[config.mk]
export PLATFORM = sky130hd
export DESIGN_NAME = ccff_chain_loader_flat
export DESIGN_NICKNAME = d
export VERILOG_FILES = /design/src/rtl/ccff_chain_loader_if.sv /design/src/rtl/ccff_chain_loader.sv /design/src/flat_wrapper.sv
export SDC_FILE = /design/constraint.sdc
export NUM_CORES = 1
export LEC_CHECK = 0
export CAP_MARGIN = 5
export CORE_AREA = 2 2 91 93
export DETAILED_ROUTE_END_ITERATION = 7
export DIE_AREA = 0 0 93 95
export DONT_BUFFER_PORTS = 1
export HOLD_SLACK_MARGIN = 0.05
export PLACE_DENSITY = 0.67
export SYNTH_ARGS = -nofsm -noshare
export SYNTH_HDL_FRONTEND = slang
export SYNTH_SLANG_ARGS = --single-unit
[constraint.sdc]
create_clock -name prog_clk -period 2.15 [get_ports prog_clk]
set_clock_uncertainty 0.15 [all_clocks]
set_input_delay 0.43 -clock prog_clk [delete_from_list [all_inputs] [get_ports prog_clk]]
set_output_delay 0.43 -clock prog_clk [all_outputs]
set_load 0.01 [all_outputs]
[src/rtl/ccff_chain_loader_if.sv]
// ---------------------------------------------------------------------------
// ccff_chain_loader_if
//
// Purpose:
//   Bitstream word stream feeding the configuration-chain loader. A word is
//   transferred on every prog_clk edge where word_valid and word_ready are
//   both high.
//
// Signals:
//   word_data   bitstream word, MSB is the first bit shifted into the chain
//   word_valid  producer has a word on word_data
//   word_ready  loader accepts the word this cycle
//
// Modports:
//   master  bitstream producer (drives data/valid, observes ready)
//   slave   loader side (observes data/valid, drives ready)
// ---------------------------------------------------------------------------
interface ccff_chain_loader_if #(
    parameter int WORD_W = 8
);

    logic [WORD_W-1:0] word_data;
    logic              word_valid;
    logic              word_ready;

    modport master (
        output word_data,
        output word_valid,
        input  word_ready
    );

    modport slave (
        input  word_data,
        input  word_valid,
        output word_ready
    );

endinterface

[src/rtl/ccff_chain_loader.sv]
// ---------------------------------------------------------------------------
// ccff_chain_loader
//
// Purpose:
//   Serial loader for the configuration-chain flops of I/O and logic tiles.
//   Bitstream words arrive over a valid/ready stream and are shifted into the
//   chain head one bit per enabled prog_clk cycle, MSB first. The loader also
//   produces the clock enable that gates the chain's programming clock, so the
//   chain only moves while a bit is actually being presented. An optional
//   verify pass recirculates the loaded pattern from a shadow copy and checks
//   the chain tail against it, leaving the chain holding the same pattern.
//
// Parameters:
//   CHAIN_LEN  number of configuration flops in the chain (>= 2)
//   WORD_W     bitstream word width (>= 1)
//   CNT_W      bit counter width, derived from CHAIN_LEN; leave at default
//
// Ports:
//   prog_clk    programming clock, all state updates on its rising edge
//   pReset      synchronous active-high reset
//   start       one-cycle pulse starting a load, honoured only when idle
//   verify_en   sampled together with start, requests a verify pass
//   word_if     bitstream word stream (slave side)
//   ccff_head   registered serial data to the chain head
//   ccff_tail   chain tail (output of the last configuration flop)
//   cfg_clk_en  registered; chain shifts at the end of a cycle where it is 1
//   busy        loader is not idle
//   done        one-cycle pulse when the whole sequence has completed
//   error       sticky verify mismatch flag, cleared by an accepted start
//   bits_sent   number of bits shifted in the current pass
// ---------------------------------------------------------------------------
module ccff_chain_loader #(
    parameter int CHAIN_LEN = 64,
    parameter int WORD_W    = 8,
    parameter int CNT_W     = $clog2(CHAIN_LEN + 1)
) (
    input  logic               prog_clk,
    input  logic [0:0]         pReset,
    input  logic               start,
    input  logic               verify_en,
    ccff_chain_loader_if.slave word_if,
    output logic [0:0]         ccff_head,
    input  logic [0:0]         ccff_tail,
    output logic               cfg_clk_en,
    output logic               busy,
    output logic               done,
    output logic               error,
    output logic [CNT_W-1:0]   bits_sent
);

    // Wide enough to hold a full word's worth of remaining bits.
    localparam int LEFT_W = $clog2(WORD_W + 1);

    typedef enum logic [2:0] {
        IDLE,
        FETCH,
        SHIFT,
        VERIFY,
        DONE
    } state_t;

    state_t                state_q,    state_d;
    logic [WORD_W-1:0]     buf_q,      buf_d;
    logic [CHAIN_LEN-1:0]  shadow_q,   shadow_d;
    logic [LEFT_W-1:0]     wordLeft_q, wordLeft_d;
    logic [CNT_W-1:0]      bitsSent_q, bitsSent_d;
    logic                  verify_q,   verify_d;
    logic                  error_q,    error_d;
    logic                  head_q,     head_d;
    logic                  en_q,       en_d;

    // Shadow contents after the bit currently on ccff_head has been recorded;
    // the oldest bit (the first one shifted) sits in the MSB once full.
    logic [CHAIN_LEN-1:0]  shadowPush;
    // Chain bits still missing when a new word is accepted.
    logic [CNT_W-1:0]      bitsRemaining;
    // The bit on ccff_head this cycle is the last one of the current pass.
    logic                  lastBit;

    assign shadowPush    = {shadow_q[CHAIN_LEN-2:0], head_q};
    assign bitsRemaining = CNT_W'(CHAIN_LEN) - bitsSent_q;
    assign lastBit       = (bitsSent_q == CNT_W'(CHAIN_LEN - 1));

    // State and datapath registers. Reset is synchronous so an abort takes
    // effect on the next edge and the chain enable drops straight away.
    always_ff @(posedge prog_clk) begin
        if (pReset[0]) begin
            state_q    <= IDLE;
            buf_q      <= '0;
            shadow_q   <= '0;
            wordLeft_q <= '0;
            bitsSent_q <= '0;
            verify_q   <= 1'b0;
            error_q    <= 1'b0;
            head_q     <= 1'b0;
            en_q       <= 1'b0;
        end else begin
            state_q    <= state_d;
            buf_q      <= buf_d;
            shadow_q   <= shadow_d;
            wordLeft_q <= wordLeft_d;
            bitsSent_q <= bitsSent_d;
            verify_q   <= verify_d;
            error_q    <= error_d;
            head_q     <= head_d;
            en_q       <= en_d;
        end
    end

    // Next-state logic. ccff_head and cfg_clk_en are registered, so every
    // transition into a shifting cycle prepares the bit for that cycle here:
    // head_d/en_d describe what the chain sees during the next cycle. Any
    // path that does not explicitly request a shift leaves the enable low,
    // which keeps the chain frozen while waiting for words or when finished.
    always_comb begin
        state_d    = state_q;
        buf_d      = buf_q;
        shadow_d   = shadow_q;
        wordLeft_d = wordLeft_q;
        bitsSent_d = bitsSent_q;
        verify_d   = verify_q;
        error_d    = error_q;
        head_d     = 1'b0;
        en_d       = 1'b0;

        case (state_q)
            IDLE: begin
                if (start) begin
                    state_d    = FETCH;
                    verify_d   = verify_en;
                    error_d    = 1'b0;
                    bitsSent_d = '0;
                end
            end

            FETCH: begin
                if (word_if.word_valid) begin
                    // The MSB goes out immediately; the buffer keeps the rest
                    // left-aligned so its MSB is always the next bit to send.
                    head_d = word_if.word_data[WORD_W-1];
                    buf_d  = word_if.word_data << 1;
                    en_d   = 1'b1;
                    // The final word may be only partly needed; its surplus
                    // LSBs are never shifted out.
                    if (int'(bitsRemaining) < WORD_W) begin
                        wordLeft_d = LEFT_W'(bitsRemaining);
                    end else begin
                        wordLeft_d = LEFT_W'(WORD_W);
                    end
                    state_d = SHIFT;
                end
            end

            SHIFT: begin
                shadow_d   = shadowPush;
                bitsSent_d = bitsSent_q + 1'b1;
                wordLeft_d = wordLeft_q - 1'b1;
                if (lastBit) begin
                    if (verify_q) begin
                        // Start recirculating at once: present the oldest
                        // recorded bit and rotate it to the back so the
                        // shadow MSB is always the bit for the cycle after.
                        state_d    = VERIFY;
                        bitsSent_d = '0;
                        head_d     = shadowPush[CHAIN_LEN-1];
                        shadow_d   = {shadowPush[CHAIN_LEN-2:0],
                                      shadowPush[CHAIN_LEN-1]};
                        en_d       = 1'b1;
                    end else begin
                        state_d = DONE;
                    end
                end else if (wordLeft_q == LEFT_W'(1)) begin
                    state_d = FETCH;
                end else begin
                    head_d = buf_q[WORD_W-1];
                    buf_d  = buf_q << 1;
                    en_d   = 1'b1;
                end
            end

            VERIFY: begin
                // The tail-most flop holds exactly the bit being pushed back
                // in at the head, so any difference means the chain did not
                // retain what was loaded.
                if (ccff_tail[0] != head_q) begin
                    error_d = 1'b1;
                end
                bitsSent_d = bitsSent_q + 1'b1;
                if (lastBit) begin
                    state_d = DONE;
                end else begin
                    head_d   = shadow_q[CHAIN_LEN-1];
                    shadow_d = {shadow_q[CHAIN_LEN-2:0], shadow_q[CHAIN_LEN-1]};
                    en_d     = 1'b1;
                end
            end

            DONE: begin
                state_d = IDLE;
            end

            default: begin
                state_d = IDLE;
            end
        endcase
    end

    assign word_if.word_ready = (state_q == FETCH);
    assign busy               = (state_q != IDLE);
    assign done               = (state_q == DONE);
    assign error              = error_q;
    assign ccff_head          = head_q;
    assign cfg_clk_en         = en_q;
    assign bits_sent          = bitsSent_q;

endmodule

[src/flat_wrapper.sv]
// flat-port wrapper written by rule: the top's interface ports become plain ports
module ccff_chain_loader_flat 
#(
    parameter int CHAIN_LEN = 64,
    parameter int WORD_W    = 8,
    parameter int CNT_W     = $clog2(CHAIN_LEN + 1)
)
  (prog_clk, pReset, start, verify_en, ccff_head, ccff_tail, cfg_clk_en, busy, done, error, bits_sent, word_if_word_data, word_if_word_valid, word_if_word_ready);
  ccff_chain_loader_if #(.WORD_W(WORD_W)) word_if_i ();
  input  logic prog_clk;
  input  logic [0:0] pReset;
  input  logic start;
  input  logic verify_en;
  output logic [0:0] ccff_head;
  input  logic [0:0] ccff_tail;
  output logic cfg_clk_en;
  output logic busy;
  output logic done;
  output logic error;
  output logic [CNT_W-1:0] bits_sent;
  input wire logic [$bits(word_if_i.word_data)-1:0] word_if_word_data;
  input wire logic [$bits(word_if_i.word_valid)-1:0] word_if_word_valid;
  output wire logic [$bits(word_if_i.word_ready)-1:0] word_if_word_ready;
  assign word_if_i.word_data = word_if_word_data;
  assign word_if_i.word_valid = word_if_word_valid;
  assign word_if_word_ready = word_if_i.word_ready;
  ccff_chain_loader #(.CHAIN_LEN(CHAIN_LEN), .WORD_W(WORD_W), .CNT_W(CNT_W)) u_core (.prog_clk(prog_clk), .pReset(pReset), .start(start), .verify_en(verify_en), .word_if(word_if_i), .ccff_head(ccff_head), .ccff_tail(ccff_tail), .cfg_clk_en(cfg_clk_en), .busy(busy), .done(done), .error(error), .bits_sent(bits_sent));
endmodule
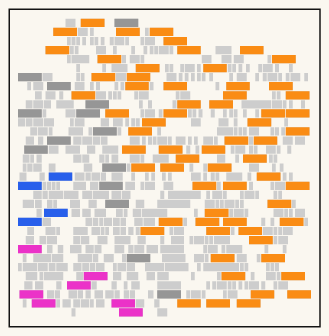
*Register map, names as in the netlist*
Other sequential cells in the stronger gray, the rest of the logic in the fainter gray.
Orange shows `u_core.shadow_q`, flops 64. Blue shows `u_core.wordLeft_q`, flops 4, where middle left. Magenta shows `u_core.bits_sent`, flops 7, where lower left.
sequential cell area share: 37.4%
sequential cell power: 0.00174 W
register area: 1780 um2

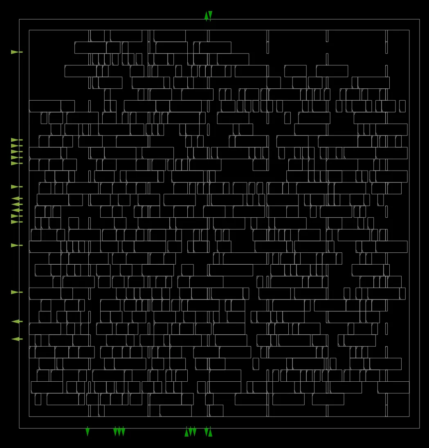
*Placement view*
total number of placement rows: 33
number of filler cells placed in the layout: 744
core region area: 7930 um2

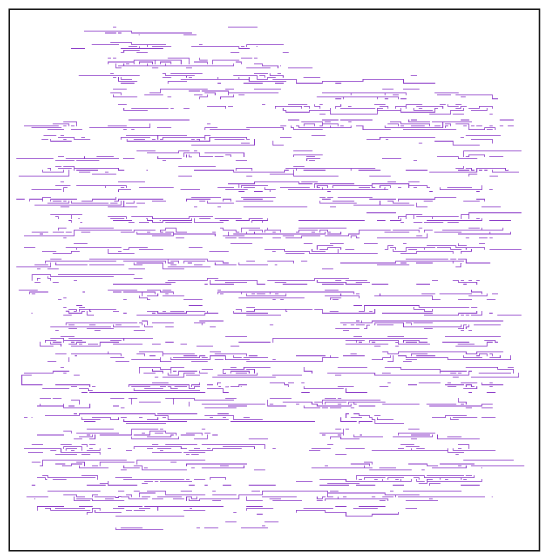
*Metal 1*
The wires run mostly horizontal. 498 nets have wire on it. The layer carries 4420 um of wire. The longest straight run is 27.1 um.

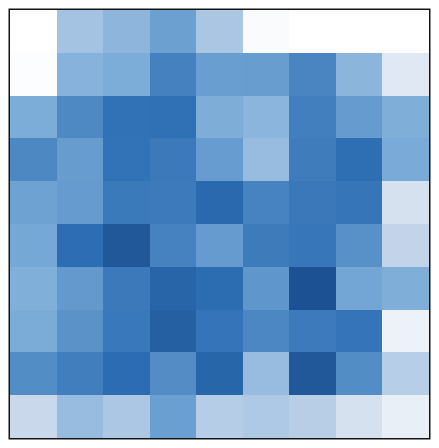
*Local utilization*
9 x 10 tiles, from white (low) to dark blue (high), 0 to 100% covered.
11% of the tiles are over 75% full. The mean over all tiles is 53%. 5.6% of the tiles are nearly empty.
core utilization before placement: 53.7%
Finished Core Util: 60.1%

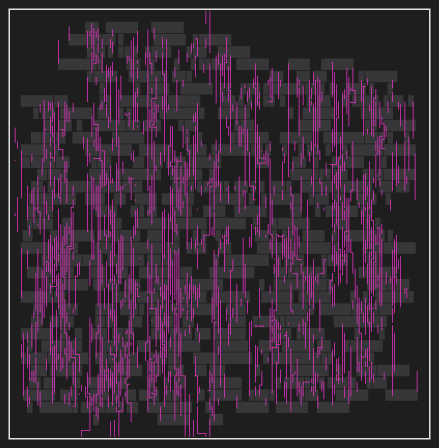
*Metal 2*
The layer carries 4440 um of wire. The longest straight run is 35.7 um.

==> Table 3: Implementation characteristics <==
Implementation parameters

Parameter                              Value

Global routing
  Pin count of the biggest net entering global routing    90
  Global routing met3 resource utilization    4.79%
  Total global routing overflow    0
  Routing usage on met2    35.1%
  Number of global-route vias before repair    3371
  Combined global-route utilization of all metal layers    between 20% and 30%
  Most Crowded Layer GR    met2

Yosys
  Number of different library cells in the post-synthesis netlist    between 50 and 60
  Most instantiated flip-flop cell in the synthesis netlist    sky130_fd_sc_hd__dfxtp_1
  Post-synth top area share    between 40% and 50%
  Summed instance area of the synthesized netlist    between 4000 and 5000 um2
  YS warnings    0
  Number of flops mapped to enable cells by yosys    0
  Cells after Synth    536
  Leading area contributor after synthesis    sky130_fd_sc_hd__dfxtp_1
  Post-synth seq share    roughly two fifths

Critical path
  Crit Path Max Fanout    25
  Register-to-Register Path Depth    8
  WP data arrival    2.15 ns
  Nature of the critical path startpoint    flop

Die
  Die ar.    8840 um2
  Horizontal die dimension    93 um
  Ports placed on the boundary    27

Run status
  Outcome    finished, violations left
  Violated checks    hold timing

Final layout
  Count of inserted antenna diode cells    0
  Area used by multi-input combinational logic    2240 um2

Hold path
  Number of stages on the worst hold path    1

Routing
  Count of routing violations after the opening detailed-route iteration    between 100 and 150
  Number of antenna-violating nets in the routed design    0
  Routed wire length    9.34 mm
  Number of vias in the routed layout    3832

Timing
  Fin Setup TNS    0 ns
  Final tally of setup violations    0
  Worst hold slack across all endpoints    -0.0116 ns
  Transition time of the tightest slew-check pin    about 0.52 ns
  Hold Fails Final Rpt    2

Placement
  GPL Wtd Cong    between 0.8 and 0.9
  Count of input and output buffers    0

Clocking
  TritonCTS sink count    between 80 and 90
  H-Tree Depth    3
  TritonCTS clock tree    built

Pwr
  Static power due to leakage    1.41 nW
  Power density over the cells    664 nW/um2
  Worst vdd rail ir drop    0.307 mV
[final timing paths]
check / slack [ns] / endpoint / startpoint
setup / recovery: 0.11 / u_core.shadow_q[53] / u_core.bits_sent[0]
hold / removal: -0.01 / u_core.shadow_q[34] / pReset
setup reg to reg: 0.11 / u_core.shadow_q[53] / u_core.bits_sent[0]
hold reg to reg: 0.32 / u_core.buf_q[3] / u_core.buf_q[3]
[cells by family after synthesis]
group	Yosys count	share of synthesized area, %
mux	2	0.470
flops	89	41.8
buf+inv	59	6.20
simple gates	261	26.9
xor+xnor	3	0.617
compound gates	118	22.8
fa+ha+maj	4	1.18
[flip-flops by register name, indices dropped and copies added, names as in the netlist]
register           cells
u_core.bits_sent       7
u_core.error           1
u_core.verify_q        1
u_core.shadow_q       64
u_core.buf_q           7
u_core.state_q         3
u_core.cfg_clk_en      1
u_core.ccff_head       1
u_core.wordLeft_q      4
[critical path: stages, from the launching register on]
cell and delay [ns]:
sky130_fd_sc_hd__dfxtp_1 0.37, sky130_fd_sc_hd__ha_2 0.22, sky130_fd_sc_hd__and3_1 0.19, sky130_fd_sc_hd__buf_4 0.18, sky130_fd_sc_hd__a31oi_4 0.16, sky130_fd_sc_hd__buf_12 0.16, sky130_fd_sc_hd__buf_6 0.20, sky130_fd_sc_hd__nor2_1 0.06
sky130_fd_sc_hd__a311oi_1 0.26
[cell usage in the layout (no fill, tap or decap), drive strengths merged, types with 3 or more instances in the layout]
cell type,n
dlygate4sd3,3
nor3,7
dfxtp,89
nand3,10
a221oi,6
ha,4
clkbuf,12
o21bai,3
buf,29
nand2,135
inv,12
a21oi,9
a31oi,9
o21ai,6
xor2,3
or3,4
nor2,73
a311oi,69
nand3b,3
nor2b,9
nor3b,3
or4,3
[per-layer routing]
| metal | share of wire [%] | wire length, um |
|---|---|---|
| met2 | 48 | 4440 |
| met3 | 4.3 | 397 |
| met1 | 47 | 4420 |
| met4 | 0.93 | 87 |
| met5 | 0 | 0 |
[layout make-up]
cell class	count	share of cell area [%]
multi-input cells	388	47.0
flip-flops and latches	89	37.4
repair buffers	33	7.69
clock buffers	11	2.97
well taps	105	2.76
clock inverters	5	1.31
inverters	11	0.866
[where the power goes]
group,internal (W),switching (W),leakage (nW)
Clock,0.000576,0.000607,0.0962
Sequential,0.00170,0.0000430,0.719
Combinational,0.000109,0.000128,0.592
[through the flow]
stage	hold WS (ns)	total power (W)	setup WS, ns	instances	area, um2
global route	-0.0420	0.00331	-0.00257	642	4770
global placement	0.300	0.00200	0.105	621	4440
floorplan	0.298	0.00197	0.154	536	4260
CTS	-0.0326	0.00319	0.00447	640	4680
detailed placement	0.306	0.00201	0.0165	621	4440
finish	-0.0116	0.00317	0.108	642	4770
[timing repair]
action / in CTS / in global routing
pin swaps: 0 / 2
resized: 1 / 8
endpoints found under the hold margin: 84 / 81
buffers inserted: 0 / 1
setup endpoints to repair: 1 / 69
gates cloned: 0 / 1
Power and IR drop assume default switching activity.
